===== src/rtl/tl_mem_arbiter_if.sv =====
// Bus bundle around the two-requester memory arbiter: fetch (m0), data (m1) and the shared memory port (s).
// slave is the arbiter's view; master is the view of the requesters and memory that surround it.
interface tl_mem_arbiter_if #(
  parameter int ADDR_W = 12,
  parameter int DATA_W = 32
);
  // Handshake rules: an a-channel beat transfers at a rising edge when a_valid && a_ready, and the
  // sender holds opcode/address/data stable until then; s_d transfers when s_d_valid && s_d_ready;
  // mX_d_valid is a one-cycle pulse with no back-pressure.
  logic              m0_a_valid;
  logic              m0_a_ready;
  logic [2:0]        m0_a_opcode;
  logic [ADDR_W-1:0] m0_a_address;
  logic [DATA_W-1:0] m0_a_data;
  logic              m0_d_valid;
  logic [2:0]        m0_d_opcode;
  logic [DATA_W-1:0] m0_d_data;

  logic              m1_a_valid;
  logic              m1_a_ready;
  logic [2:0]        m1_a_opcode;
  logic [ADDR_W-1:0] m1_a_address;
  logic [DATA_W-1:0] m1_a_data;
  logic              m1_d_valid;
  logic [2:0]        m1_d_opcode;
  logic [DATA_W-1:0] m1_d_data;

  logic              s_a_valid;
  logic              s_a_ready;
  logic [2:0]        s_a_opcode;
  logic [ADDR_W-1:0] s_a_address;
  logic [DATA_W-1:0] s_a_data;
  logic              s_d_valid;
  logic              s_d_ready;
  logic [2:0]        s_d_opcode;
  logic [DATA_W-1:0] s_d_data;

  modport slave (
    input  m0_a_valid, m0_a_opcode, m0_a_address, m0_a_data,
    output m0_a_ready, m0_d_valid, m0_d_opcode, m0_d_data,
    input  m1_a_valid, m1_a_opcode, m1_a_address, m1_a_data,
    output m1_a_ready, m1_d_valid, m1_d_opcode, m1_d_data,
    output s_a_valid, s_a_opcode, s_a_address, s_a_data,
    input  s_a_ready,
    input  s_d_valid, s_d_opcode, s_d_data,
    output s_d_ready
  );

  modport master (
    output m0_a_valid, m0_a_opcode, m0_a_address, m0_a_data,
    input  m0_a_ready, m0_d_valid, m0_d_opcode, m0_d_data,
    output m1_a_valid, m1_a_opcode, m1_a_address, m1_a_data,
    input  m1_a_ready, m1_d_valid, m1_d_opcode, m1_d_data,
    input  s_a_valid, s_a_opcode, s_a_address, s_a_data,
    output s_a_ready,
    output s_d_valid, s_d_opcode, s_d_data,
    input  s_d_ready
  );
endinterface


===== src/rtl/tl_mem_arbiter.sv =====
// Round-robin arbiter sharing one single-outstanding memory port between fetch (m0) and data (m1),
// with per-requester response routing, a response timeout and a sticky error flag.
module tl_mem_arbiter #(
  parameter int ADDR_W  = 12,
  parameter int DATA_W  = 32,
  parameter int TIMEOUT = 255
) (
  input  logic             clk,
  input  logic             reset,
  tl_mem_arbiter_if.slave  bus,
  output logic             owner,
  output logic             busy,
  output logic             err,
  output logic [1:0]       dbg_state
);

  localparam logic [2:0] OP_GET = 3'b100;
  localparam logic [2:0] OP_PUT = 3'b000;
  localparam logic [2:0] OP_ERR = 3'b111;
  localparam logic [8:0] TIMEOUT_V = 9'(TIMEOUT);

  typedef enum logic [1:0] {S_IDLE = 2'd0, S_SEND = 2'd1, S_WAIT = 2'd2, S_RESP = 2'd3} state_e;

  state_e            state_q, state_d;
  logic              last_grant_q, last_grant_d;
  logic              owner_q, owner_d;
  logic              err_q, err_d;
  logic [7:0]        cnt_q, cnt_d;
  logic [2:0]        a_op_q, a_op_d;
  logic [ADDR_W-1:0] a_addr_q, a_addr_d;
  logic [DATA_W-1:0] a_data_q, a_data_d;
  logic [2:0]        m0_d_op_q, m0_d_op_d, m1_d_op_q, m1_d_op_d;
  logic [DATA_W-1:0] m0_d_data_q, m0_d_data_d, m1_d_data_q, m1_d_data_d;

  logic              gnt_any, gnt_sel;
  logic              m0_ready, m1_ready;
  logic              rsp_load;
  logic [2:0]        rsp_op;
  logic [DATA_W-1:0] rsp_data;
  logic [8:0]        cnt_inc;

  assign cnt_inc = {1'b0, cnt_q} + 9'd1;

  always_ff @(posedge clk or negedge reset) begin
    if (!reset) begin
      state_q      <= S_IDLE;
      last_grant_q <= 1'b1;
      owner_q      <= 1'b0;
      err_q        <= 1'b0;
      cnt_q        <= '0;
      a_op_q       <= '0;
      a_addr_q     <= '0;
      a_data_q     <= '0;
      m0_d_op_q    <= '0;
      m0_d_data_q  <= '0;
      m1_d_op_q    <= '0;
      m1_d_data_q  <= '0;
    end else begin
      state_q      <= state_d;
      last_grant_q <= last_grant_d;
      owner_q      <= owner_d;
      err_q        <= err_d;
      cnt_q        <= cnt_d;
      a_op_q       <= a_op_d;
      a_addr_q     <= a_addr_d;
      a_data_q     <= a_data_d;
      m0_d_op_q    <= m0_d_op_d;
      m0_d_data_q  <= m0_d_data_d;
      m1_d_op_q    <= m1_d_op_d;
      m1_d_data_q  <= m1_d_data_d;
    end
  end

  always_comb begin
    state_d      = state_q;
    last_grant_d = last_grant_q;
    owner_d      = owner_q;
    err_d        = err_q;
    cnt_d        = cnt_q;
    a_op_d       = a_op_q;
    a_addr_d     = a_addr_q;
    a_data_d     = a_data_q;
    m0_d_op_d    = m0_d_op_q;
    m0_d_data_d  = m0_d_data_q;
    m1_d_op_d    = m1_d_op_q;
    m1_d_data_d  = m1_d_data_q;
    gnt_any      = 1'b0;
    gnt_sel      = 1'b0;
    m0_ready     = 1'b0;
    m1_ready     = 1'b0;
    rsp_load     = 1'b0;
    rsp_op       = OP_ERR;
    rsp_data     = '0;

    case (state_q)
      S_IDLE: begin
        if (bus.m0_a_valid && bus.m1_a_valid) begin
          gnt_any = 1'b1;
          gnt_sel = ~last_grant_q;
        end else if (bus.m0_a_valid) begin
          gnt_any = 1'b1;
          gnt_sel = 1'b0;
        end else if (bus.m1_a_valid) begin
          gnt_any = 1'b1;
          gnt_sel = 1'b1;
        end
        if (gnt_any) begin
          m0_ready     = ~gnt_sel;
          m1_ready     = gnt_sel;
          owner_d      = gnt_sel;
          last_grant_d = gnt_sel;
          a_op_d       = gnt_sel ? bus.m1_a_opcode  : bus.m0_a_opcode;
          a_addr_d     = gnt_sel ? bus.m1_a_address : bus.m0_a_address;
          a_data_d     = gnt_sel ? bus.m1_a_data    : bus.m0_a_data;
          // Illegal opcodes never reach memory; they are answered locally with an error beat.
          if (a_op_d == OP_GET || a_op_d == OP_PUT) begin
            state_d = S_SEND;
          end else begin
            err_d    = 1'b1;
            rsp_load = 1'b1;
            state_d  = S_RESP;
          end
        end
      end
      S_SEND: begin
        if (bus.s_a_ready) begin
          cnt_d   = '0;
          state_d = S_WAIT;
        end
      end
      S_WAIT: begin
        // A real response arriving on the timeout cycle takes priority over the error.
        if (bus.s_d_valid) begin
          rsp_load = 1'b1;
          rsp_op   = bus.s_d_opcode;
          rsp_data = bus.s_d_data;
          state_d  = S_RESP;
        end else if (cnt_inc == TIMEOUT_V) begin
          err_d    = 1'b1;
          rsp_load = 1'b1;
          state_d  = S_RESP;
        end else begin
          cnt_d = cnt_inc[7:0];
        end
      end
      S_RESP: begin
        state_d = S_IDLE;
      end
      default: begin
        state_d = S_IDLE;
      end
    endcase

    // Only the owner's response registers change, so the other channel keeps its last beat.
    if (rsp_load) begin
      if (owner_d) begin
        m1_d_op_d   = rsp_op;
        m1_d_data_d = rsp_data;
      end else begin
        m0_d_op_d   = rsp_op;
        m0_d_data_d = rsp_data;
      end
    end
  end

  assign bus.m0_a_ready  = m0_ready;
  assign bus.m1_a_ready  = m1_ready;
  assign bus.m0_d_valid  = (state_q == S_RESP) && !owner_q;
  assign bus.m1_d_valid  = (state_q == S_RESP) && owner_q;
  assign bus.m0_d_opcode = m0_d_op_q;
  assign bus.m0_d_data   = m0_d_data_q;
  assign bus.m1_d_opcode = m1_d_op_q;
  assign bus.m1_d_data   = m1_d_data_q;
  assign bus.s_a_valid   = (state_q == S_SEND);
  assign bus.s_a_opcode  = a_op_q;
  assign bus.s_a_address = a_addr_q;
  assign bus.s_a_data    = a_data_q;
  assign bus.s_d_ready   = (state_q == S_WAIT);

  assign owner     = owner_q;
  assign busy      = (state_q != S_IDLE);
  assign err       = err_q;
  assign dbg_state = state_q;

endmodule

===== src/flat_wrapper.sv =====
// flat-port wrapper written by rule: the top's interface ports become plain ports
module tl_mem_arbiter_flat 
#(
  parameter int ADDR_W  = 12,
  parameter int DATA_W  = 32,
  parameter int TIMEOUT = 255
)
  (clk, reset, owner, busy, err, dbg_state, bus_m0_a_valid, bus_m0_a_opcode, bus_m0_a_address, bus_m0_a_data, bus_m0_a_ready, bus_m0_d_valid, bus_m0_d_opcode, bus_m0_d_data, bus_m1_a_valid, bus_m1_a_opcode, bus_m1_a_address, bus_m1_a_data, bus_m1_a_ready, bus_m1_d_valid, bus_m1_d_opcode, bus_m1_d_data, bus_s_a_valid, bus_s_a_opcode, bus_s_a_address, bus_s_a_data, bus_s_a_ready, bus_s_d_valid, bus_s_d_opcode, bus_s_d_data, bus_s_d_ready);
  tl_mem_arbiter_if #(.ADDR_W(ADDR_W), .DATA_W(DATA_W)) bus_i ();
  input  logic clk;
  input  logic reset;
  output logic owner;
  output logic busy;
  output logic err;
  output logic [1:0] dbg_state;
  input wire logic [$bits(bus_i.m0_a_valid)-1:0] bus_m0_a_valid;
  input wire logic [$bits(bus_i.m0_a_opcode)-1:0] bus_m0_a_opcode;
  input wire logic [$bits(bus_i.m0_a_address)-1:0] bus_m0_a_address;
  input wire logic [$bits(bus_i.m0_a_data)-1:0] bus_m0_a_data;
  output wire logic [$bits(bus_i.m0_a_ready)-1:0] bus_m0_a_ready;
  output wire logic [$bits(bus_i.m0_d_valid)-1:0] bus_m0_d_valid;
  output wire logic [$bits(bus_i.m0_d_opcode)-1:0] bus_m0_d_opcode;
  output wire logic [$bits(bus_i.m0_d_data)-1:0] bus_m0_d_data;
  input wire logic [$bits(bus_i.m1_a_valid)-1:0] bus_m1_a_valid;
  input wire logic [$bits(bus_i.m1_a_opcode)-1:0] bus_m1_a_opcode;
  input wire logic [$bits(bus_i.m1_a_address)-1:0] bus_m1_a_address;
  input wire logic [$bits(bus_i.m1_a_data)-1:0] bus_m1_a_data;
  output wire logic [$bits(bus_i.m1_a_ready)-1:0] bus_m1_a_ready;
  output wire logic [$bits(bus_i.m1_d_valid)-1:0] bus_m1_d_valid;
  output wire logic [$bits(bus_i.m1_d_opcode)-1:0] bus_m1_d_opcode;
  output wire logic [$bits(bus_i.m1_d_data)-1:0] bus_m1_d_data;
  output wire logic [$bits(bus_i.s_a_valid)-1:0] bus_s_a_valid;
  output wire logic [$bits(bus_i.s_a_opcode)-1:0] bus_s_a_opcode;
  output wire logic [$bits(bus_i.s_a_address)-1:0] bus_s_a_address;
  output wire logic [$bits(bus_i.s_a_data)-1:0] bus_s_a_data;
  input wire logic [$bits(bus_i.s_a_ready)-1:0] bus_s_a_ready;
  input wire logic [$bits(bus_i.s_d_valid)-1:0] bus_s_d_valid;
  input wire logic [$bits(bus_i.s_d_opcode)-1:0] bus_s_d_opcode;
  input wire logic [$bits(bus_i.s_d_data)-1:0] bus_s_d_data;
  output wire logic [$bits(bus_i.s_d_ready)-1:0] bus_s_d_ready;
  assign bus_i.m0_a_valid = bus_m0_a_valid;
  assign bus_i.m0_a_opcode = bus_m0_a_opcode;
  assign bus_i.m0_a_address = bus_m0_a_address;
  assign bus_i.m0_a_data = bus_m0_a_data;
  assign bus_m0_a_ready = bus_i.m0_a_ready;
  assign bus_m0_d_valid = bus_i.m0_d_valid;
  assign bus_m0_d_opcode = bus_i.m0_d_opcode;
  assign bus_m0_d_data = bus_i.m0_d_data;
  assign bus_i.m1_a_valid = bus_m1_a_valid;
  assign bus_i.m1_a_opcode = bus_m1_a_opcode;
  assign bus_i.m1_a_address = bus_m1_a_address;
  assign bus_i.m1_a_data = bus_m1_a_data;
  assign bus_m1_a_ready = bus_i.m1_a_ready;
  assign bus_m1_d_valid = bus_i.m1_d_valid;
  assign bus_m1_d_opcode = bus_i.m1_d_opcode;
  assign bus_m1_d_data = bus_i.m1_d_data;
  assign bus_s_a_valid = bus_i.s_a_valid;
  assign bus_s_a_opcode = bus_i.s_a_opcode;
  assign bus_s_a_address = bus_i.s_a_address;
  assign bus_s_a_data = bus_i.s_a_data;
  assign bus_i.s_a_ready = bus_s_a_ready;
  assign bus_i.s_d_valid = bus_s_d_valid;
  assign bus_i.s_d_opcode = bus_s_d_opcode;
  assign bus_i.s_d_data = bus_s_d_data;
  assign bus_s_d_ready = bus_i.s_d_ready;
  tl_mem_arbiter #(.ADDR_W(ADDR_W), .DATA_W(DATA_W), .TIMEOUT(TIMEOUT)) u_core (.clk(clk), .reset(reset), .bus(bus_i), .owner(owner), .busy(busy), .err(err), .dbg_state(dbg_state));
endmodule

===== config.mk =====
export PLATFORM = sky130hd
export DESIGN_NAME = tl_mem_arbiter_flat
export DESIGN_NICKNAME = d
export VERILOG_FILES = /design/src/rtl/tl_mem_arbiter_if.sv /design/src/rtl/tl_mem_arbiter.sv /design/src/flat_wrapper.sv
export SDC_FILE = /design/constraint.sdc
export NUM_CORES = 1
export LEC_CHECK = 0
export CAP_MARGIN = 20
export CORE_MARGIN = 8
export CORE_UTILIZATION = 40
export DETAILED_ROUTE_END_ITERATION = 10
export GPL_TIMING_DRIVEN = 0
export PLACE_DENSITY_LB_ADDON = 0.05
export REMOVE_ABC_BUFFERS = 1
export SLEW_MARGIN = 20
export SYNTH_ARGS = -nofsm -noshare
export SYNTH_HDL_FRONTEND = slang
export SYNTH_SLANG_ARGS = --single-unit
export TNS_END_PERCENT = 50

===== constraint.sdc =====
create_clock -name clk -period 4.8 [get_ports clk]
set_input_delay 0.48 -clock clk [delete_from_list [all_inputs] [get_ports clk]]
set_output_delay 0.48 -clock clk [all_outputs]
set_load 0.01 [all_outputs]

Wiring heat map:
The bar under the picture is 50 microns long. 27 x 27 tiles, from black (low) to pale yellow (high), scaled to the fullest tile. Values are wire area over tile area, all layers added.
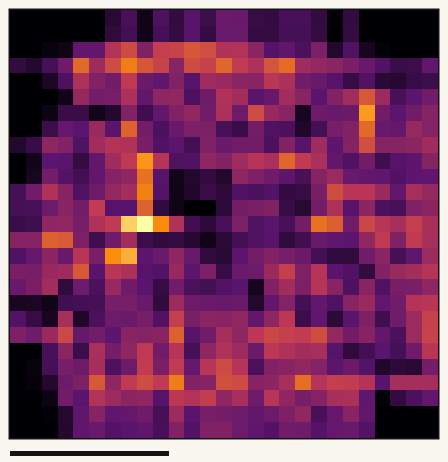
nearly empty tiles: 8.9%
fullest tile: 0.58
mean over tiles: 0.17
emptiest ninth of the die: upper left
GR Util All Layers: 0.211
detailed-route via count: 5,089
routed wire length: 19,200 microns
routed wire length per instance: 20.6 microns

Register map, names as in the netlist:
Other sequential cells in the stronger grey, the rest of the logic in the fainter grey.
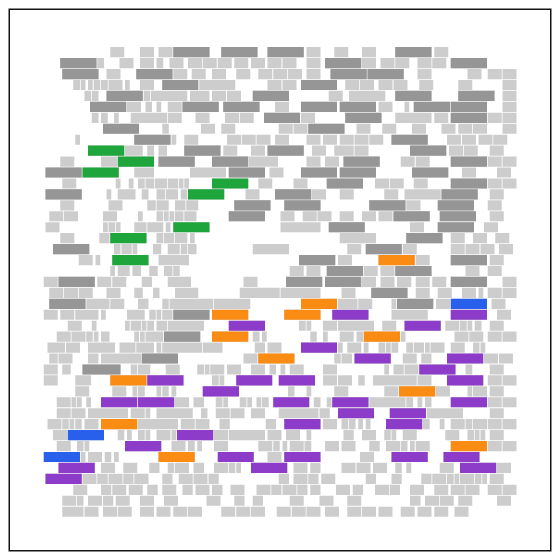
| signal | colour | flops |
|---|---|---|
| u_core.bus.s_a_data | purple | 32 |
| u_core.bus.s_a_address | orange | 12 |
| u_core.cnt_q | green | 8 |
| u_core.bus.s_a_opcode | blue | 3 |
not coloured: 75

Placement view:
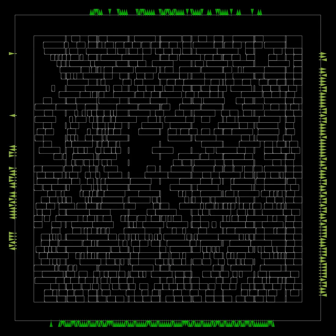
final cell utilization of the core: 0.663
tap cells: 180
Seq cells: 130
Core Box Area: 13,800 sq um

Placed cells, one colour a class:
Fill, decap, tap and diode cells in grey.
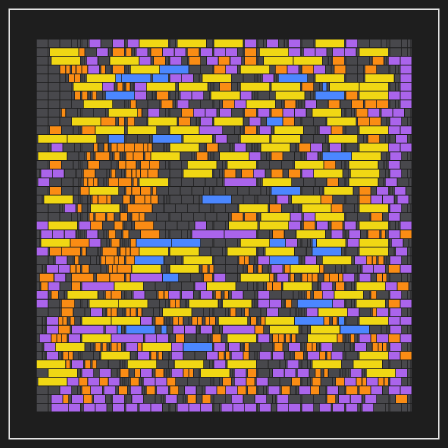
| class | colour | cells | share of their area |
|---|---|---|---|
| clock drivers and dummy loads | blue | 30 | 6.5% |
| registers | yellow | 130 | 37% |
| remaining logic cells | orange | 318 | 25% |
| remaining buffers and delay cells | purple | 272 | 32% |
Seq/total area: 0.356
number of cell rows: 43
Design Area, Final: 9140 sq um

Close-up of the layout:
The bar under the picture is 20 microns long. Window x 9 to 59, y 9 to 59 microns. Cells in grey, sequential cells in the stronger grey; small squares are vias.
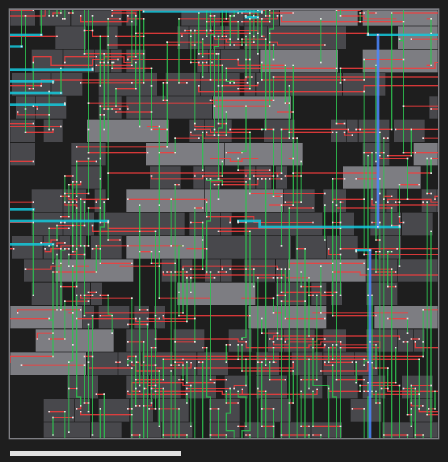
| layer | colour |
|---|---|
| M1 | red |
| M4 | blue |
| M3 | cyan |
| M2 | green |
sequential cells in the window: 21
netlist names of flops here include: u_core.bus.s_a_data (10), u_core.bus.s_a_address (5), u_core.bus.s_a_opcode (2)
cells with their middle in the window: 171
most frequent: clkdlybuf4s50_1 (58), dfrtp_1 (20), o21ai_0 (19)

==> results.cfg <==
; generated from flow reports
[cts]
cts_hold_buffers = 1
ctsRootBufferMaster = clkbuf_16
clk_transition_reported_paths_ns = 0.05
cts_htree_levels = 4
tritoncts.num_buffers = 17

[worst_setup_path]
critical_path.startpoint_type = input pin
cp_num_cells = 8
slowest_stage = inv_2
cp_top_family = buffers and inverters
r2r-end = u_core.bus.m1_d_data[12]

[power]
combinationalPowerShare = 0.480
total_leakage_power_nw = 3.86
post-layout-total-power_mw = 5.96
sequentialPowerShare = 0.310
largestPowerGroup = combinational logic
netSwitchingFraction = 0.348
power.internal_mw = 3.88
power_sequential_mw = 1.85

[synthesis]
synth-async-reset-ratio = 1.00
dominantRegCellSynth = dfrtp_1
mappedNetlistArea_sq_um = 5590
synth_area_per_cell_sq_um = 11.5
ys_warn_count = 0
top_area_cell = dfrtp_1
netlist.area_leader.share = 0.577
ys_top_cells_by_count = 129 x dfrtp_1, 64 x a32o_1, 57 x nand2_1
yosys_cells = 486
edf_count = 0
synth-simple-area-share = 0.0763
seq_area_frac_synth = 0.582
yosys-dominant-comb-family = AND-OR/OR-AND gates

[final_timing]
final_period_minus_worst_setup_slack_ns = 3.15
final-max-slew-violation-count = 0
fin_crit_sh = 0.655
setup_viol_count_final = 0
final.setup_skew_ns = 0.00899
final-hold-violation-count = 0
tightestPinTransition_ns = 0.835
max_clock_freq_mhz = 318

[flow_run]
warning_count = 29
max_cap_viol_count = 0

[hold_path]
hold-path-cell-count = 2
worst_hold_path_type = register to register

[run_status]
status = complete, no violations

[routing]
top_signal_layer_used = met5
drt_first_pass_iters = 4
post-route-drc-count = 0

[final_layout]
antennaDiodeCount = 0
syn2layout_area_growth_pct = 63.4

[grt]
globalRouteOverflowTotal = 0
gr-max-usage-layer = met2
grt_start_max_net_pins = 99

[floorplan]
fp.dieArea_sq_um = 18000
chipWidth_microns = 134
==> layout make-up <==
class / instances / area (sq um)
clock inverter: 5 / 75.1
tap: 180 / 225
multi-input combinational: 304 / 2150
inverter: 14 / 52.6
sequential: 130 / 3250
fill: 1078 / 4640
clock buffer: 25 / 505
timing repair buffer: 272 / 2880
==> tightest hold or removal path, cell delays in order (launching register included) <==
cell     delay [ns]
dfrtp_1        0.33
nand2_1        0.04
o21ai_0        0.06
==> placed cells by master (no fill, tap or decap), drive strengths merged, types with 2 or more instances in the layout <==
cell type,n
clkdlybuf4s50,261
dfrtp,129
a32o,64
o21ai,58
nand2,57
a22oi,37
clkbuf,25
mux2i,14
inv,13
nor2,10
buf,10
nor3,8
a21oi,8
ha,6
and2,4
clkinv,4
nand3,3
o41ai,3
or3,3
nand2b,2
xor2,2
a211oi,2
mux2,2
o211ai,2
a211o,2
and3,2
a21o,2
bufinv,2
a21boi,2
nor4,2
==> through the flow <==
step / setup TNS [ns] / cells / hold WS [ns] / cell area [sq um] / setup slack, ns
after floorplan: 0 / 448 / 0.184 / 5400 / 0.798
after global placement: -351.86 / 890 / 0.465 / 8250 / -1.81
after detailed placement: 0 / 898 / 0.360 / 8520 / 1.23
after CTS: 0 / 929 / 0.483 / 9110 / 1.55
after global routing: 0 / 930 / 0.497 / 9140 / 1.53
final: 0 / 930 / 0.477 / 9140 / 1.65
==> sequential cells by signal, summed over array words and instances, names as in the netlist <==
name,cells
u_core.bus.m0_d_opcode,3
u_core.dbg_state,2
u_core.bus.s_a_opcode,3
u_core.bus.m1_d_opcode,3
u_core.err,1
u_core.bus.m0_d_data,32
u_core.bus.m1_d_data,32
u_core.bus.s_a_data,32
u_core.bus.s_a_address,12
u_core.last_grant_q,1
u_core.cnt_q,8
u_core.owner,1
